[src/rtl/ctr_seq_pkg.sv]
// Shared types and constants for the dual-counter burst sequencer/arbiter.
package ctr_seq_pkg;

  localparam int STEP_W_DEF = 4;
  localparam int MAX_REQ    = 4;

  typedef enum logic [2:0] {
    IDLE,
    SETUP,
    RUN,
    DONE,
    ABORT
  } state_t;

  // A programmed length of 0 stands for the full 2**w steps.
  function automatic int unsigned len_decode(input int unsigned len, input int unsigned w);
    return (len == 0) ? (32'd1 << w) : len;
  endfunction

endpackage

[src/rtl/ctr_seq_rr_arb.sv]
// Combinational winner select: round-robin from ptr (inclusive), or fixed
// lowest-index priority when CTR_SEQ_FIXED_PRIO_EN is defined.
module ctr_seq_rr_arb #(
  parameter int NUM_REQ = 2
) (
  input  logic [NUM_REQ-1:0] req,
  input  logic [1:0]         ptr,
  output logic               win_vld,
  output logic [NUM_REQ-1:0] win_oh,
  output logic [1:0]         win_idx
);

`ifdef CTR_SEQ_FIXED_PRIO_EN
  logic unused_ptr;
  assign unused_ptr = ^ptr;

  always_comb begin
    win_vld = 1'b0;
    win_oh  = '0;
    win_idx = 2'd0;
    for (int i = 0; i < NUM_REQ; i++) begin
      if (!win_vld && req[i]) begin
        win_vld    = 1'b1;
        win_oh[i]  = 1'b1;
        win_idx    = 2'(i);
      end
    end
  end
`else
  logic [2:0] cand;

  always_comb begin
    win_vld = 1'b0;
    win_oh  = '0;
    win_idx = 2'd0;
    cand    = 3'd0;
    for (int i = 0; i < NUM_REQ; i++) begin
      cand = {1'b0, ptr} + 3'(i);
      if (cand >= 3'(NUM_REQ)) cand = cand - 3'(NUM_REQ);
      for (int j = 0; j < NUM_REQ; j++) begin
        if (!win_vld && (cand == 3'(j)) && req[j]) begin
          win_vld   = 1'b1;
          win_oh[j] = 1'b1;
          win_idx   = 2'(j);
        end
      end
    end
  end
`endif

endmodule

[src/rtl/ctr_seq_arbiter.sv]
// Burst sequencer/arbiter for the shared step/accumulate counter datapath.
// Build option: CTR_SEQ_FIXED_PRIO_EN selects fixed priority (no rr pointer).
//
//   state | meaning
//   IDLE  | no owner; arbitrate and latch winner's length/increment
//   SETUP | grant raised, datapath cleared
//   RUN   | one datapath step per cycle until remaining count hits 1
//   DONE  | completion pulse, grant still held
//   ABORT | owner dropped req mid-burst; grant released
module ctr_seq_arbiter
  import ctr_seq_pkg::*;
#(
  parameter int NUM_REQ = 2,
  parameter int STEP_W  = STEP_W_DEF
) (
  input  logic                      clk,
  input  logic                      clear_n,
  input  logic [NUM_REQ-1:0]        req,
  input  logic [NUM_REQ*STEP_W-1:0] req_len,
  input  logic [NUM_REQ*STEP_W-1:0] req_inc,
  output logic [NUM_REQ-1:0]        gnt,
  output logic [1:0]                owner,
  output logic                      busy,
  output logic                      ctr_clear,
  output logic                      ctr_step,
  output logic [STEP_W-1:0]         ctr_two_inc,
  output logic                      done,
  output logic                      abort
);

  state_t              state_q, state_d;
  logic [1:0]          owner_q, owner_d;
  logic [NUM_REQ-1:0]  oh_q, oh_d;
  logic [STEP_W:0]     rem_q, rem_d;
  logic [STEP_W-1:0]   inc_q, inc_d;

  logic                win_vld;
  logic [NUM_REQ-1:0]  win_oh;
  logic [1:0]          win_idx;
  logic [1:0]          arb_ptr;
  logic [STEP_W-1:0]   sel_len, sel_inc;
  logic                owner_req;
  logic                granted;

  ctr_seq_rr_arb #(.NUM_REQ(NUM_REQ)) u_arb (
    .req     (req),
    .ptr     (arb_ptr),
    .win_vld (win_vld),
    .win_oh  (win_oh),
    .win_idx (win_idx)
  );

`ifdef CTR_SEQ_FIXED_PRIO_EN
  assign arb_ptr = 2'd0;
`else
  logic [1:0] ptr_q, ptr_d;

  always_comb begin
    ptr_d = ptr_q;
    if (state_q == DONE || state_q == ABORT)
      ptr_d = (owner_q == 2'(NUM_REQ-1)) ? 2'd0 : owner_q + 2'd1;
  end

  always_ff @(posedge clk or negedge clear_n) begin
    if (!clear_n) ptr_q <= 2'd0;
    else          ptr_q <= ptr_d;
  end

  assign arb_ptr = ptr_q;
`endif

  always_comb begin
    sel_len = '0;
    sel_inc = '0;
    for (int i = 0; i < NUM_REQ; i++) begin
      if (win_oh[i]) begin
        sel_len = req_len[i*STEP_W +: STEP_W];
        sel_inc = req_inc[i*STEP_W +: STEP_W];
      end
    end
  end

  assign owner_req = |(req & oh_q);

  always_comb begin
    state_d = state_q;
    owner_d = owner_q;
    oh_d    = oh_q;
    rem_d   = rem_q;
    inc_d   = inc_q;
    case (state_q)
      IDLE: begin
        if (win_vld) begin
          owner_d = win_idx;
          oh_d    = win_oh;
          rem_d   = (STEP_W+1)'(len_decode(32'(sel_len), STEP_W));
          inc_d   = sel_inc;
          state_d = SETUP;
        end
      end
      SETUP: state_d = owner_req ? RUN : ABORT;
      RUN: begin
        rem_d = rem_q - {{STEP_W{1'b0}}, 1'b1};
        if (!owner_req)                             state_d = ABORT;
        else if (rem_q == {{STEP_W{1'b0}}, 1'b1})   state_d = DONE;
      end
      DONE:    state_d = IDLE;
      ABORT:   state_d = IDLE;
      default: state_d = IDLE;
    endcase
  end

  always_ff @(posedge clk or negedge clear_n) begin
    if (!clear_n) begin
      state_q <= IDLE;
      owner_q <= 2'd0;
      oh_q    <= '0;
      rem_q   <= '0;
      inc_q   <= '0;
    end else begin
      state_q <= state_d;
      owner_q <= owner_d;
      oh_q    <= oh_d;
      rem_q   <= rem_d;
      inc_q   <= inc_d;
    end
  end

  // Moore outputs; async reset forces IDLE, so these drop without a clock.
  always_comb begin
    granted     = (state_q == SETUP) || (state_q == RUN) || (state_q == DONE);
    gnt         = granted ? oh_q : '0;
    owner       = granted ? owner_q : 2'd0;
    busy        = (state_q != IDLE);
    ctr_clear   = (state_q == SETUP);
    ctr_step    = (state_q == RUN);
    ctr_two_inc = (state_q == RUN) ? inc_q : '0;
    done        = (state_q == DONE);
    abort       = (state_q == ABORT);
  end

endmodule

[config.mk]
export PLATFORM = sky130hd
export DESIGN_NAME = ctr_seq_arbiter
export DESIGN_NICKNAME = d
export VERILOG_FILES = /design/src/rtl/ctr_seq_pkg.sv /design/src/rtl/ctr_seq_rr_arb.sv /design/src/rtl/ctr_seq_arbiter.sv
export SDC_FILE = /design/constraint.sdc
export NUM_CORES = 1
export LEC_CHECK = 0
export CORE_UTILIZATION = 43
export CTS_CLUSTER_DIAMETER = 120
export DETAILED_ROUTE_END_ITERATION = 8
export PLACE_DENSITY = 0.76
export RECOVER_POWER = 100
export SLEW_MARGIN = 20
export SYNTH_ARGS = -nofsm -noshare
export SYNTH_HDL_FRONTEND = slang
export SYNTH_SLANG_ARGS = --single-unit
[constraint.sdc]
create_clock -name clk -period 4.15 [get_ports clk]
set_clock_uncertainty 0.2 [all_clocks]
set_input_delay 0.6225 -clock clk [delete_from_list [all_inputs] [get_ports clk]]
set_output_delay 0.6225 -clock clk [all_outputs]
set_load 0.005 [all_outputs]
==> flow_summary.ini, run 1 <==
; generated from flow reports
[clock_tree]
cts-root-buf = clkbuf_4
cts_resized = 0
cts_buffer_depth = 2
cts_tree = yes
cts_buffers = 3

[layout]
logic_area_um2 = 499
n_all_buffers = 31
nClkBuffers = 3
final_common_cell = clkdlybuf4s50_1
largest_reg_flops = 5
seq_share_pct = 31.3
comb_area_share_pct = 39.1
largestClassByArea = logic gates
n_fill_cell = 199
clock_area_share_pct = 1.76

[synth]
synth_cell_types = 40
post-synth-top-count-cell = dfrtp_1
postSynthAreaPerCell_um2 = 9.74
syn_inst = 99
ys_ff = 16
yosysWarnings = 0
synth-edff-count = 0
common_cells = dfrtp_1 (16), nand2_1 (13), a22oi_1 (7)
flop_cell = dfrtp_1
fp_nets = 121
synth-area-yosys_um2 = 965

[min_path]
hold_start = inc_q[3]

[sta]
max_slew_margin_pct = 32.3
tightest_slew_ps = 1010
fin_setup_tns_ps = 0

[global_route]
grt_pass1_vias = 841
grt_max_degree = 17
antenna_found_initial = 0
top_usage_layer = met2

[status]
status = finished, final reports clean

[power]
p_per_area_nw_per_um2 = 606
p_total_w = 0.000774
p_clk_share_pct = 10.3
power.internal_w = 0.000472

[run]
cap_violations = 0

[routing]
dr.pass1.iters = 4
vias = 835
drt-met1-wl_mm = 1.03
drc = 0
wl_per_cell_um = 14.6
route.met3.wl_um = 115

[setup_path]
critical_path_required_ps = 3330
start_kind = flip-flop
crit_type = flip-flop to output port

[floorplan]
io_pins = 33

[placement]
routabilityCongestion = 0.741
io_buffer_count = 31
[run 1: kinds of logic (layout without fill, tap and decap cells)]
family                     count (synthesis)  after routing  share of synthesized area, %
AOI/OAI and AO/OA                         31             31                          27.0
DFF                                       16             16                          41.5
and+or+nand+nor                           41             41                          23.3
other                                      1              1                         0.389
adders and majority gates                  2              2                          2.59
buffers and inverters                      8             37                          5.19
[run 1: through the flow]
| step | utilization [%] | hold WS [ps] | setup slack, ps |
|---|---|---|---|
| 2_1_floorplan | - | 127 | 2230 |
| 3_3_place_gp | 62.2 | 244 | 1730 |
| 3_5_place_dp | 62.2 | 248 | 1700 |
| 4_1_cts | 63.3 | 270 | 1420 |
| 5_1_grt | 62.6 | 312 | 1060 |
| 6_report | 62.6 | 264 | 1210 |
[run 1: final timing paths]
| check | depth (start not counted) | slack [ps] | endpoint |
|---|---|---|---|
| setup / recovery | 5 | 1210 | ctr_two_inc[0] |
| hold / removal | 2 | 260 | inc_q[3] |
| setup reg to reg | 4 | 2170 | rem_q[1] |
| hold reg to reg | 2 | 260 | inc_q[3] |
| max in group asynchronous | 1 | 2630 | oh_q[0] |
| min in group asynchronous | 1 | 650 | rem_q[4] |
[run 1: worst max-delay path, stage by stage, from the launching register on]
cell and delay, ps:
dfrtp_1 470, nor2_1 150, nand2_1 80, inv_1 360, and2_1 190, dlygate4sd3_1 580
[run 1: power by group through the flow]
stage          combinational, W  sequential [W]  clock (W)
4_1_cts                0.000433        0.000294  0.0000843
5_1_grt                0.000452        0.000304  0.0000926
6_report               0.000400        0.000294  0.0000799
2_1_floorplan          0.000307        0.000275          0
3_5_place_dp           0.000431        0.000297          0
3_3_place_gp           0.000421        0.000294          0
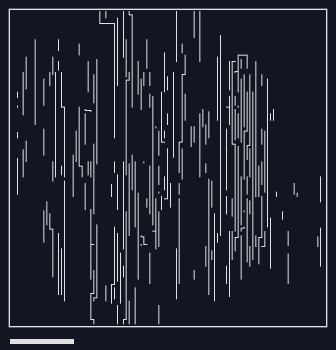
(run_1/m2.png)
Bar = 10 µm.
The wires run mostly vertical. The layer carries 1100 µm of wire. The layer holds 49% of the routed length. The longest straight run is 31.3 µm.

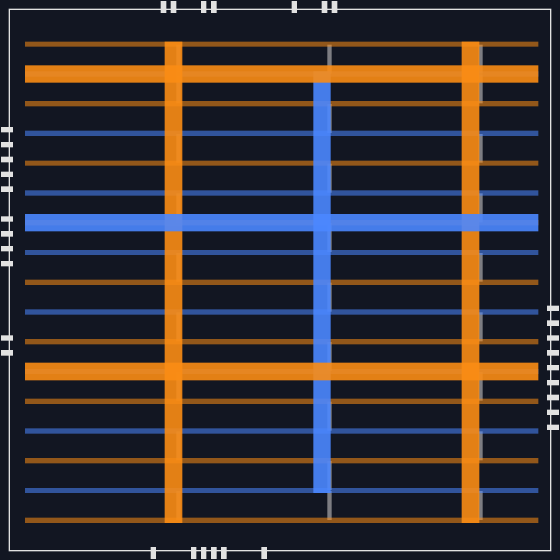
(run_1/floorplan.png)
Pins as bars on the die edge. Tap cells in grey.
Key: orange = VSS; blue = VDD
33 signal pins sit on the boundary. 27 tap cells. 3 straps on met5. 3 straps on met4.
core footprint: 2040 µm²
Die Y: 49.4 µm
VDD IR max: 0.314 mV
width of the die: 49.4 µm

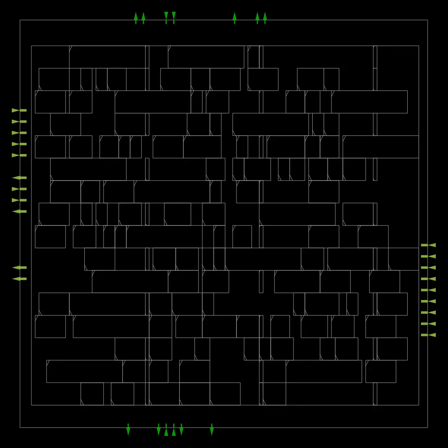
(run_1/placed.png)
fin util: 62.6%
Seq cells: 16
tap cells: 27
Layout Cells excl Fill: 155

## Run 2: what changed since run 1
- clock period: 4.15 -> 2.9 ns (I/O delays scaled with it)
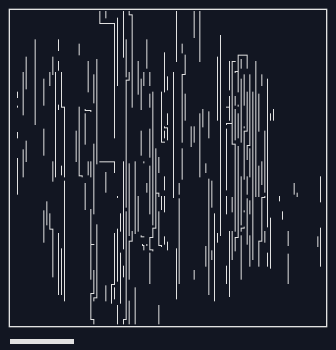
(run_2/m2.png)
Bar = 10 µm.
The layer holds 49% of the routed length. The wires run mostly vertical. The longest straight run is 31.3 µm.
met2 Use GR: 35.4%
routed wire length: 2.26 mm

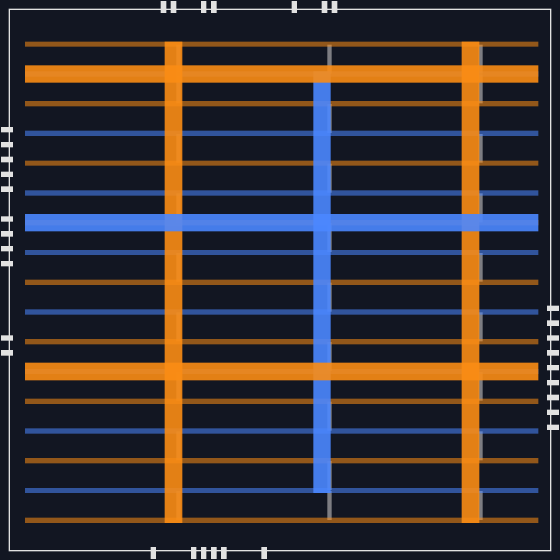
(run_2/floorplan.png)
Pins as bars on the die edge. Tap cells in grey.
VDD IR max: 0.448 mV

==> run 2 against run 1 <==
Effect of this change: utilization unchanged; sequential power grew 43%; via count increased by 0.60%; critical path depth unchanged; critical endpoint unchanged; largest power group unchanged.
==> flow_summary.ini, run 2 <==
; generated from flow reports
[setup_path]
crit_arrival_ps = 1960
worstPathMaxFanout = 16
reg2reg_slack_ps = 930
critical_path_required_ps = 2270
crit_type = flip-flop to output port
rr_endpoint = rem_q[1]
r2r_cells = 4
start_kind = flip-flop

[floorplan]
die_w_um = 49.4
core-area_um2 = 2040
die_h_um = 49.4
io_pins = 33

[power]
p_total_w = 0.00111
p_per_area_nw_per_um2 = 867

[layout]
final_common_cell = clkdlybuf4s50_1
largest_reg_flops = 5
design_area_um2 = 1280
reg.largest.list = rem_q (5), inc_q (4), state_q (3)

[synth]
syn_inst = 99
common_cells = dfrtp_1 (16), nand2_1 (13), a22oi_1 (7)
async_flop_share_pct = 100
ys_sh_mux_pct = 0
ys_ff = 16
adder_share_pct = 2.59
topCombFamilyByArea = AND-OR/OR-AND gates
post-synth-top-count-cell = dfrtp_1
postSynthAreaPerCell_um2 = 9.74
flop_cell = dfrtp_1
simple_gate_area_share_pct = 23.3
synth_cell_types = 40
synth-edff-count = 0
yosysWarnings = 0
fp_nets = 121

[routing]
drtAntennaViolNets = 0
drt-met1-wl_mm = 1.03
vias = 840
drc = 0
route.met3.wl_um = 113
wl_per_cell_um = 14.6
dr.pass1.iters = 4

[global_route]
top_usage_layer = met2
antenna_found_initial = 0
grt_max_degree = 17
grt_pass1_vias = 841

[status]
status = finished, final reports clean

[placement]
routabilityCongestion = 0.741
io_buffer_count = 31

[sta]
maxSlewViolCount = 0
max_slew_margin_pct = 32.4
tightest_slew_ps = 1010
fin_setup_tns_ps = 0
setup_viol = 0

[clock_tree]
cts_buffers = 3
cts_buffer_depth = 2
cts-root-buf = clkbuf_4
cts_resized = 0
cts_tree = yes
clock_latency_ps = 280

[run]
cap_violations = 0

[min_path]
holdPathEnd = inc_q[3]
hold_start = inc_q[3]
worstHoldPathCells = 2
==> run 2: cell counts after synthesis <==
Identical to the previous run, type by type.
==> run 2: worst max-delay path, stage by stage (launching register included) <==
cell,delay (ps)
dfrtp_1,470
nor2_1,150
nand2_1,100
inv_2,220
and2_1,160
dlygate4sd3_1,580
==> run 2: layout make-up <==
class | instances | area, µm²
inverter | 3 | 11.3
multi-input combinational | 75 | 499
tap | 27 | 33.8
clock buffer | 3 | 22.5
fill | 199 | 764
timing repair buffer | 31 | 310
sequential | 16 | 400
==> run 2: how the worst max path moves through the flow <==
| stage | startpoint | endpoint | slack [ps] | cells past startpoint |
|---|---|---|---|---|
| 6_report | state_q[2] | ctr_two_inc[0] | 300 | 5 |
| 3_5_place_dp | req[1] | rem_q[4] | 630 | 4 |
| 5_1_grt | state_q[2] | ctr_two_inc[0] | 170 | 5 |
| 2_1_floorplan | state_q[2] | ctr_two_inc[0] | 1170 | 6 |
| 3_3_place_gp | req[1] | rem_q[4] | 670 | 4 |
| 4_1_cts | state_q[2] | ctr_two_inc[0] | 360 | 5 |
==> run 2: logic make-up after synthesis <==
kind of cell | after synthesis
compound gates | 31
flops | 16
other cells | 1
simple gates | 41
fa+ha+maj | 2
buf+inv | 8
==> run 2: through the flow <==
step	cells	hold slack, ps	util [%]	worst slack (ps)
after floorplan	99	-60.6	-	1170
after global placement	152	244	62.2	667
after detailed placement	152	248	62.2	634
after CTS	155	270	63.3	355
after global routing	155	312	62.6	170
final	155	264	62.6	303
==> run 2: report_power, final <==
part | leakage (nW) | total [W] | switching (W) | internal, W
logic | 0.375 | 0.000573 | 0.000277 | 0.000296
clock network | 0.0138 | 0.000114 | 0.0000659 | 0.0000482
registers | 0.198 | 0.000420 | 0.0000887 | 0.000331
total | 0.586 | 0.00111 | 0.000431 | 0.000676
Power figures rest on the tool's default switching activity, not on a simulated workload.
